**M3 wires**

Bar = 50 microns.
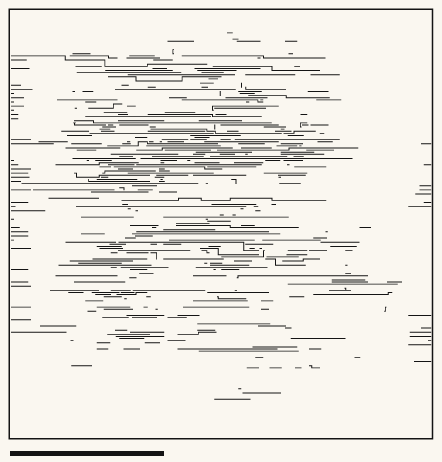
**Cell placement**

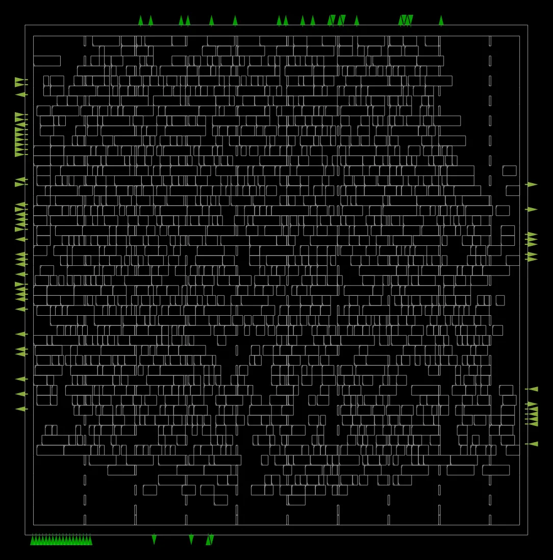
## src/rtl/rx_ordered_set_parser.sv

```systemverilog
// rx_ordered_set_parser
// Parses Gen1/Gen2 8b/10b training ordered sets (TS1/TS2) and EIOS from the
// registered PIPE receive stream and presents the extracted fields to the LTSSM.
// Ports:
//   clk, reset                      clock and synchronous active-high reset
//   GEN                             active generation (1: slot 0 only, 2: slots 0,1)
//   PIPEDataValid/PIPEData/PIPEDataK  received symbols, slot 0 earliest
//   PIPEElectricalIdle              receiver electrical idle (forces hunt)
//   TSValid                         one-cycle pulse per completed TS
//   TSType, LinkNum, LaneNum, LinkPad, LanePad, NFTS, RateID, TrainCtrl
//                                   fields of the last completed TS
//   TSConsecCount                   consecutive identical TS count (saturating)
//   EIOSDetected                    one-cycle pulse per completed EIOS
module rx_ordered_set_parser (
  input  logic        clk,
  input  logic        reset,
  input  logic [2:0]  GEN,
  input  logic        PIPEDataValid,
  input  logic [31:0] PIPEData,
  input  logic [3:0]  PIPEDataK,
  input  logic        PIPEElectricalIdle,
  output logic        TSValid,
  output logic        TSType,
  output logic [7:0]  LinkNum,
  output logic [7:0]  LaneNum,
  output logic        LinkPad,
  output logic        LanePad,
  output logic [7:0]  NFTS,
  output logic [7:0]  RateID,
  output logic [7:0]  TrainCtrl,
  output logic [3:0]  TSConsecCount,
  output logic        EIOSDetected
);

  localparam int unsigned SYM_W = 8;
  localparam int unsigned IDX_W = 4;
  localparam int unsigned CNT_W = 4;

  localparam logic [SYM_W-1:0] SYM_COM = 8'hBC;
  localparam logic [SYM_W-1:0] SYM_PAD = 8'hF7;
  localparam logic [SYM_W-1:0] SYM_IDL = 8'h7C;
  localparam logic [SYM_W-1:0] TS1_ID  = 8'h4A;
  localparam logic [SYM_W-1:0] TS2_ID  = 8'h45;
  localparam logic [CNT_W-1:0] CNT_MAX = 4'd15;

  typedef enum logic [1:0] {
    S_HUNT = 2'd0,
    S_PEND = 2'd1,
    S_TS   = 2'd2,
    S_EIOS = 2'd3
  } state_t;

  // parser state and in-progress set fields
  state_t           st_q, st_d;
  logic [IDX_W-1:0] idx_q, idx_d;
  logic [SYM_W-1:0] link_w_q, link_w_d;
  logic [SYM_W-1:0] lane_w_q, lane_w_d;
  logic             link_pad_w_q, link_pad_w_d;
  logic             lane_pad_w_q, lane_pad_w_d;
  logic [SYM_W-1:0] nfts_w_q, nfts_w_d;
  logic [SYM_W-1:0] rate_w_q, rate_w_d;
  logic [SYM_W-1:0] ctrl_w_q, ctrl_w_d;
  logic [SYM_W-1:0] id_w_q, id_w_d;

  // registered outputs
  logic             ts_valid_q, ts_valid_d;
  logic             ts_type_q, ts_type_d;
  logic [SYM_W-1:0] link_q, link_d;
  logic [SYM_W-1:0] lane_q, lane_d;
  logic             link_pad_q, link_pad_d;
  logic             lane_pad_q, lane_pad_d;
  logic [SYM_W-1:0] nfts_q, nfts_d;
  logic [SYM_W-1:0] rate_q, rate_d;
  logic [SYM_W-1:0] ctrl_q, ctrl_d;
  logic [CNT_W-1:0] cnt_q, cnt_d;
  logic             eios_q, eios_d;

  logic             active;
  logic             two_slot;
  logic             ts_done;
  logic             eios_done;
  logic             abort;
  logic             sym_k;
  logic [SYM_W-1:0] sym;
  logic             new_type;
  logic             same_ts;
  logic             unused_upper_slots;

  assign active   = ((GEN == 3'd1) || (GEN == 3'd2)) && !PIPEElectricalIdle;
  assign two_slot = (GEN == 3'd2);

  // slots 2 and 3 only carry symbols at Gen3+, where this block is idle
  assign unused_upper_slots = ^{PIPEData[31:16], PIPEDataK[3:2]};

  // symbol parser: slot 0 then slot 1, the state after slot 0 feeding slot 1
  always_comb begin
    st_d         = st_q;
    idx_d        = idx_q;
    link_w_d     = link_w_q;
    lane_w_d     = lane_w_q;
    link_pad_w_d = link_pad_w_q;
    lane_pad_w_d = lane_pad_w_q;
    nfts_w_d     = nfts_w_q;
    rate_w_d     = rate_w_q;
    ctrl_w_d     = ctrl_w_q;
    id_w_d       = id_w_q;
    ts_done      = 1'b0;
    eios_done    = 1'b0;
    abort        = 1'b0;
    sym          = '0;
    sym_k        = 1'b0;

    if (!active) begin
      st_d  = S_HUNT;
      idx_d = '0;
    end else if (PIPEDataValid) begin
      for (int s = 0; s < 2; s++) begin
        if ((s == 0) || two_slot) begin
          sym   = PIPEData[8*s +: 8];
          sym_k = PIPEDataK[s];
          abort = 1'b0;
          case (st_d)
            S_HUNT: begin
              if (sym_k && (sym == SYM_COM)) begin
                st_d  = S_PEND;
                idx_d = 4'd1;
              end
            end
            // symbol 1 decides between EIOS and TS
            S_PEND: begin
              if (sym_k && (sym == SYM_IDL)) begin
                st_d  = S_EIOS;
                idx_d = 4'd2;
              end else if (!sym_k || (sym == SYM_PAD)) begin
                st_d         = S_TS;
                idx_d        = 4'd2;
                link_w_d     = sym;
                link_pad_w_d = sym_k;
              end else begin
                abort = 1'b1;
              end
            end
            S_TS: begin
              if (idx_d == 4'd2) begin
                if (!sym_k || (sym == SYM_PAD)) begin
                  lane_w_d     = sym;
                  lane_pad_w_d = sym_k;
                  idx_d        = 4'd3;
                end else begin
                  abort = 1'b1;
                end
              end else if (idx_d <= 4'd5) begin
                if (sym_k) begin
                  abort = 1'b1;
                end else begin
                  case (idx_d)
                    4'd3:    nfts_w_d = sym;
                    4'd4:    rate_w_d = sym;
                    default: ctrl_w_d = sym;
                  endcase
                  idx_d = idx_d + 4'd1;
                end
              end else if (idx_d == 4'd6) begin
                if (!sym_k && ((sym == TS1_ID) || (sym == TS2_ID))) begin
                  id_w_d = sym;
                  idx_d  = 4'd7;
                end else begin
                  abort = 1'b1;
                end
              end else begin
                // identifier symbols 7..15 repeat symbol 6
                if (!sym_k && (sym == id_w_d)) begin
                  if (idx_d == 4'd15) begin
                    ts_done = 1'b1;
                    st_d    = S_HUNT;
                    idx_d   = '0;
                  end else begin
                    idx_d = idx_d + 4'd1;
                  end
                end else begin
                  abort = 1'b1;
                end
              end
            end
            S_EIOS: begin
              if (sym_k && (sym == SYM_IDL)) begin
                if (idx_d == 4'd3) begin
                  eios_done = 1'b1;
                  st_d      = S_HUNT;
                  idx_d     = '0;
                end else begin
                  idx_d = idx_d + 4'd1;
                end
              end else begin
                abort = 1'b1;
              end
            end
            default: begin
              st_d  = S_HUNT;
              idx_d = '0;
            end
          endcase

          // an aborting COM is itself the start of a new set
          if (abort) begin
            if (sym_k && (sym == SYM_COM)) begin
              st_d  = S_PEND;
              idx_d = 4'd1;
            end else begin
              st_d  = S_HUNT;
              idx_d = '0;
            end
          end
        end
      end
    end
  end

  assign new_type = (id_w_d == TS2_ID);

  // completed set compared against the previously reported one
  assign same_ts = (new_type == ts_type_q) && (link_w_d == link_q) &&
                   (lane_w_d == lane_q) && (link_pad_w_d == link_pad_q) &&
                   (lane_pad_w_d == lane_pad_q) && (nfts_w_d == nfts_q) &&
                   (rate_w_d == rate_q) && (ctrl_w_d == ctrl_q);

  // output update on completion
  always_comb begin
    ts_valid_d = ts_done;
    eios_d     = eios_done;
    ts_type_d  = ts_type_q;
    link_d     = link_q;
    lane_d     = lane_q;
    link_pad_d = link_pad_q;
    lane_pad_d = lane_pad_q;
    nfts_d     = nfts_q;
    rate_d     = rate_q;
    ctrl_d     = ctrl_q;
    cnt_d      = cnt_q;

    if (!active) begin
      cnt_d = '0;
    end else if (ts_done) begin
      ts_type_d  = new_type;
      link_d     = link_w_d;
      lane_d     = lane_w_d;
      link_pad_d = link_pad_w_d;
      lane_pad_d = lane_pad_w_d;
      nfts_d     = nfts_w_d;
      rate_d     = rate_w_d;
      ctrl_d     = ctrl_w_d;
      if (same_ts && (cnt_q != '0)) begin
        cnt_d = (cnt_q == CNT_MAX) ? CNT_MAX : cnt_q + 4'd1;
      end else begin
        cnt_d = 4'd1;
      end
    end
  end

  // state and output registers
  always_ff @(posedge clk) begin
    if (reset) begin
      st_q         <= S_HUNT;
      idx_q        <= '0;
      link_w_q     <= '0;
      lane_w_q     <= '0;
      link_pad_w_q <= 1'b0;
      lane_pad_w_q <= 1'b0;
      nfts_w_q     <= '0;
      rate_w_q     <= '0;
      ctrl_w_q     <= '0;
      id_w_q       <= '0;
      ts_valid_q   <= 1'b0;
      ts_type_q    <= 1'b0;
      link_q       <= '0;
      lane_q       <= '0;
      link_pad_q   <= 1'b0;
      lane_pad_q   <= 1'b0;
      nfts_q       <= '0;
      rate_q       <= '0;
      ctrl_q       <= '0;
      cnt_q        <= '0;
      eios_q       <= 1'b0;
    end else begin
      st_q         <= st_d;
      idx_q        <= idx_d;
      link_w_q     <= link_w_d;
      lane_w_q     <= lane_w_d;
      link_pad_w_q <= link_pad_w_d;
      lane_pad_w_q <= lane_pad_w_d;
      nfts_w_q     <= nfts_w_d;
      rate_w_q     <= rate_w_d;
      ctrl_w_q     <= ctrl_w_d;
      id_w_q       <= id_w_d;
      ts_valid_q   <= ts_valid_d;
      ts_type_q    <= ts_type_d;
      link_q       <= link_d;
      lane_q       <= lane_d;
      link_pad_q   <= link_pad_d;
      lane_pad_q   <= lane_pad_d;
      nfts_q       <= nfts_d;
      rate_q       <= rate_d;
      ctrl_q       <= ctrl_d;
      cnt_q        <= cnt_d;
      eios_q       <= eios_d;
    end
  end

  assign TSValid       = ts_valid_q;
  assign TSType        = ts_type_q;
  assign LinkNum       = link_q;
  assign LaneNum       = lane_q;
  assign LinkPad       = link_pad_q;
  assign LanePad       = lane_pad_q;
  assign NFTS          = nfts_q;
  assign RateID        = rate_q;
  assign TrainCtrl     = ctrl_q;
  assign TSConsecCount = cnt_q;
  assign EIOSDetected  = eios_q;

endmodule

```

## config.mk

```make
export PLATFORM = sky130hd
export DESIGN_NAME = rx_ordered_set_parser
export DESIGN_NICKNAME = d
export VERILOG_FILES = /design/src/rtl/rx_ordered_set_parser.sv
export SDC_FILE = /design/constraint.sdc
export NUM_CORES = 1
export LEC_CHECK = 0
export CAP_MARGIN = 15
export CORE_AREA = 2 2 135 137
export CTS_CLUSTER_DIAMETER = 60
export DETAILED_ROUTE_END_ITERATION = 12
export DIE_AREA = 0 0 137 139
export PLACE_DENSITY = 0.78
export REMOVE_ABC_BUFFERS = 1
export SETUP_SLACK_MARGIN = 0.15
export SKIP_LAST_GASP = 1
export SYNTH_ARGS = -nofsm -noshare
export SYNTH_HDL_FRONTEND = slang
export SYNTH_SLANG_ARGS = --single-unit
```

## constraint.sdc

```tcl
create_clock -name clk -period 7.7 [get_ports clk]
set_input_delay 2.31 -clock clk [delete_from_list [all_inputs] [get_ports clk]]
set_output_delay 2.31 -clock clk [all_outputs]
set_load 0.02 [all_outputs]
```

==> results.py <==
# Synthesis and PnR figures
metrics = {
    "synthesis": {
        "netlist_top_cells_count": "170 x sky130_fd_sc_hd__nand2_1, 140 x sky130_fd_sc_hd__nor2_1, 106 x sky130_fd_sc_hd__a21oi_1",
        "yosysTopAreaCell": "sky130_fd_sc_hd__dfxtp_1",
        "ys.warnings.count": 0,
        "synth_sequential_area_ratio_pct": 24.2,
        "async_set_or_reset_register_ratio_after_synthesis_pct": 0,
        "post_synth_top_flop": "sky130_fd_sc_hd__dfxtp_1",
        "synthTopCellsByArea": "sky130_fd_sc_hd__dfxtp_1 24%, sky130_fd_sc_hd__nand2_1 7.4%, sky130_fd_sc_hd__a21oi_1 6.1%",
        "post_synth_xor_area_fraction_pct": 5.15,
        "synth_top_cell_by_count": "sky130_fd_sc_hd__nand2_1",
    },
    "power_and_ir_drop": {
        "p_switching_w": 0.000346,
        "vdd_drop_max_uv": 110,
        "power.sequential.fraction_pct": 45.0,
        "clockPowerShare_pct": 42.2,
        "power_switching_share_pct": 28.6,
        "intPower_w": 0.000865,
    },
    "final_layout": {
        "num-nets-final": 1369,
        "combAreaFraction_pct": 58.1,
        "number_of_logic_gates": 978,
        "inverters_non_clock": 40,
        "antennaDiodeCount": 1,
        "finalCoreUtilization_pct": 59.7,
        "final_layout_size_suffix_gt1_share_pct": 14.3,
    },
    "routing": {
        "drt-initial-drc-count": 1543,
        "detail-route-antenna-nets": 0,
    },
    "critical_path": {
        "setup.worst_path.class": "input pin to register",
        "critical_path_required_ns": 8.00,
        "crit_arrival_ns": 7.63,
    },
    "global_routing": {
        "vias_in_the_first_global_route": 9330,
        "globalRouteTotalUtil_pct": 34.0,
        "grt_first_pass_wirelength_mm": 50.8,
    },
    "clock_tree": {
        "clock_sinks": 105,
        "post_cts.repair.setup_buffers": 0,
        "clock.latency.late_pin_ns": 0.37,
    },
    "place": {
        "gp_routability_congestion": 1.04,
        "io_buffers": 73,
    },
    "flow_run": {
        "max_cap_violations": 0,
        "stage_log_warnings": 52,
    },
    "floorplan": {
        "die_width_microns": 137,
        "design.core.area_sq_mm": 0.0177,
        "die_height_microns": 139,
    },
    "timing": {
        "final_period_minus_worst_setup_slack_ns": 7.33,
        "grt_setup_unrepaired": "false",
        "final_hold_violations": 0,
    },
    "worst_hold_path": {
        "hold_class": "register to register",
    },
    "outcome": {
        "outcome": "complete, no violations",
    },
}
-- 'M3 wires' (at the start) --
share of all routed wire: 12%
longest straight run: 68.5 microns
nets with wire on the layer: 234
main direction: horizontal
met3 Resource Use GR: 10.2%
via total after detailed routing: 10,100

-- 'cell placement' (at the start) --
count of sequential standard cells: 105
Cell Rows: 49
Filler Cells Inserted: 1,639
sequential fraction of total cell area: 19.9%

==> flip-flops by register name, indices dropped and copies added (netlist names) <==
name / count
LaneNum: 8
RateID: 8
lane_w_q: 8
id_w_q: 8
link_pad_w_q: 1
EIOSDetected: 1
ctrl_w_q: 8
nfts_w_q: 8
link_w_q: 8
TrainCtrl: 8
idx_q: 4
st_q: 2
lane_pad_w_q: 1
LinkNum: 8
LanePad: 1
TSConsecCount: 4
TSValid: 1
NFTS: 8
rate_w_q: 8
LinkPad: 1
TSType: 1
==> worst max-delay path: stages <==
cell and delay, ns:
sky130_fd_sc_hd__clkdlybuf4s50_1 0.63, sky130_fd_sc_hd__buf_8 0.24, sky130_fd_sc_hd__nand4_1 0.18, sky130_fd_sc_hd__o31a_1 0.41, sky130_fd_sc_hd__o21ai_2 0.24, sky130_fd_sc_hd__o31ai_4 0.12, sky130_fd_sc_hd__a31oi_1 0.14, sky130_fd_sc_hd__o21ai_0 0.10
sky130_fd_sc_hd__o21ai_1 0.11, sky130_fd_sc_hd__buf_4 0.15, sky130_fd_sc_hd__ha_1 0.23, sky130_fd_sc_hd__inv_1 0.11, sky130_fd_sc_hd__a311oi_1 0.22, sky130_fd_sc_hd__nor4bb_4 0.31, sky130_fd_sc_hd__buf_4 0.22, sky130_fd_sc_hd__and2_1 0.23
sky130_fd_sc_hd__a221oi_2 0.10, sky130_fd_sc_hd__xnor2_1 0.19, sky130_fd_sc_hd__a211oi_2 0.41, sky130_fd_sc_hd__nand4_2 0.30, sky130_fd_sc_hd__nor4_4 0.35, sky130_fd_sc_hd__buf_4 0.17, sky130_fd_sc_hd__a22oi_1 0.05, sky130_fd_sc_hd__nor2_1 0.10
==> layer usage <==
| metal | vias up | part of all wire (%) | global-route usage, % |
|---|---|---|---|
| met1 | 4701 | 41 | 45.2 |
| met3 | 103 | 12 | 10.2 |
| li1 | 4652 | - | - |
| met2 | 660 | 43 | 49.8 |
| met5 | - | 0 | 0 |
| met4 | 0 | 4.3 | 16.3 |
==> power by group through the flow <==
stage | sequential [W] | combinational, W | clock [W]
2_1_floorplan | 0.000557 | 0.0000523 | 0
3_3_place_gp | 0.000558 | 0.000141 | 0
3_5_place_dp | 0.000558 | 0.000142 | 0
4_1_cts | 0.000545 | 0.000143 | 0.000515
5_1_grt | 0.000545 | 0.000159 | 0.000531
6_report | 0.000545 | 0.000155 | 0.000510
==> path summary, 6_finish.rpt <==
| path | start | end | slack (ns) | depth (start not counted) |
|---|---|---|---|---|
| worst min register to register | LinkNum[0] | LinkNum[0] | 0.49 | 2 |
| worst max-delay path | PIPEData[6] | TSConsecCount[1] | 0.37 | 24 |
| worst min-delay path | LinkNum[0] | LinkNum[0] | 0.49 | 2 |
| worst max register to register | idx_q[0] | TSConsecCount[1] | 2.04 | 25 |
==> per-stage QoR <==
stage	total power (W)	worst slack, ns	setup TNS, ns	hold slack (ns)	area (sq um)
after floorplan	0.000609	0.252	0	0.454	8300
after global placement	0.000699	-0.0731	-0.229	0.468	10100
after detailed placement	0.000700	-0.148	-0.552	0.477	10100
after CTS	0.00120	0.198	0	0.487	10400
after global routing	0.00124	0.139	0	0.512	10500
final	0.00121	0.372	0	0.486	10500
Power figures rest on the tool's default switching activity, not on a simulated workload.
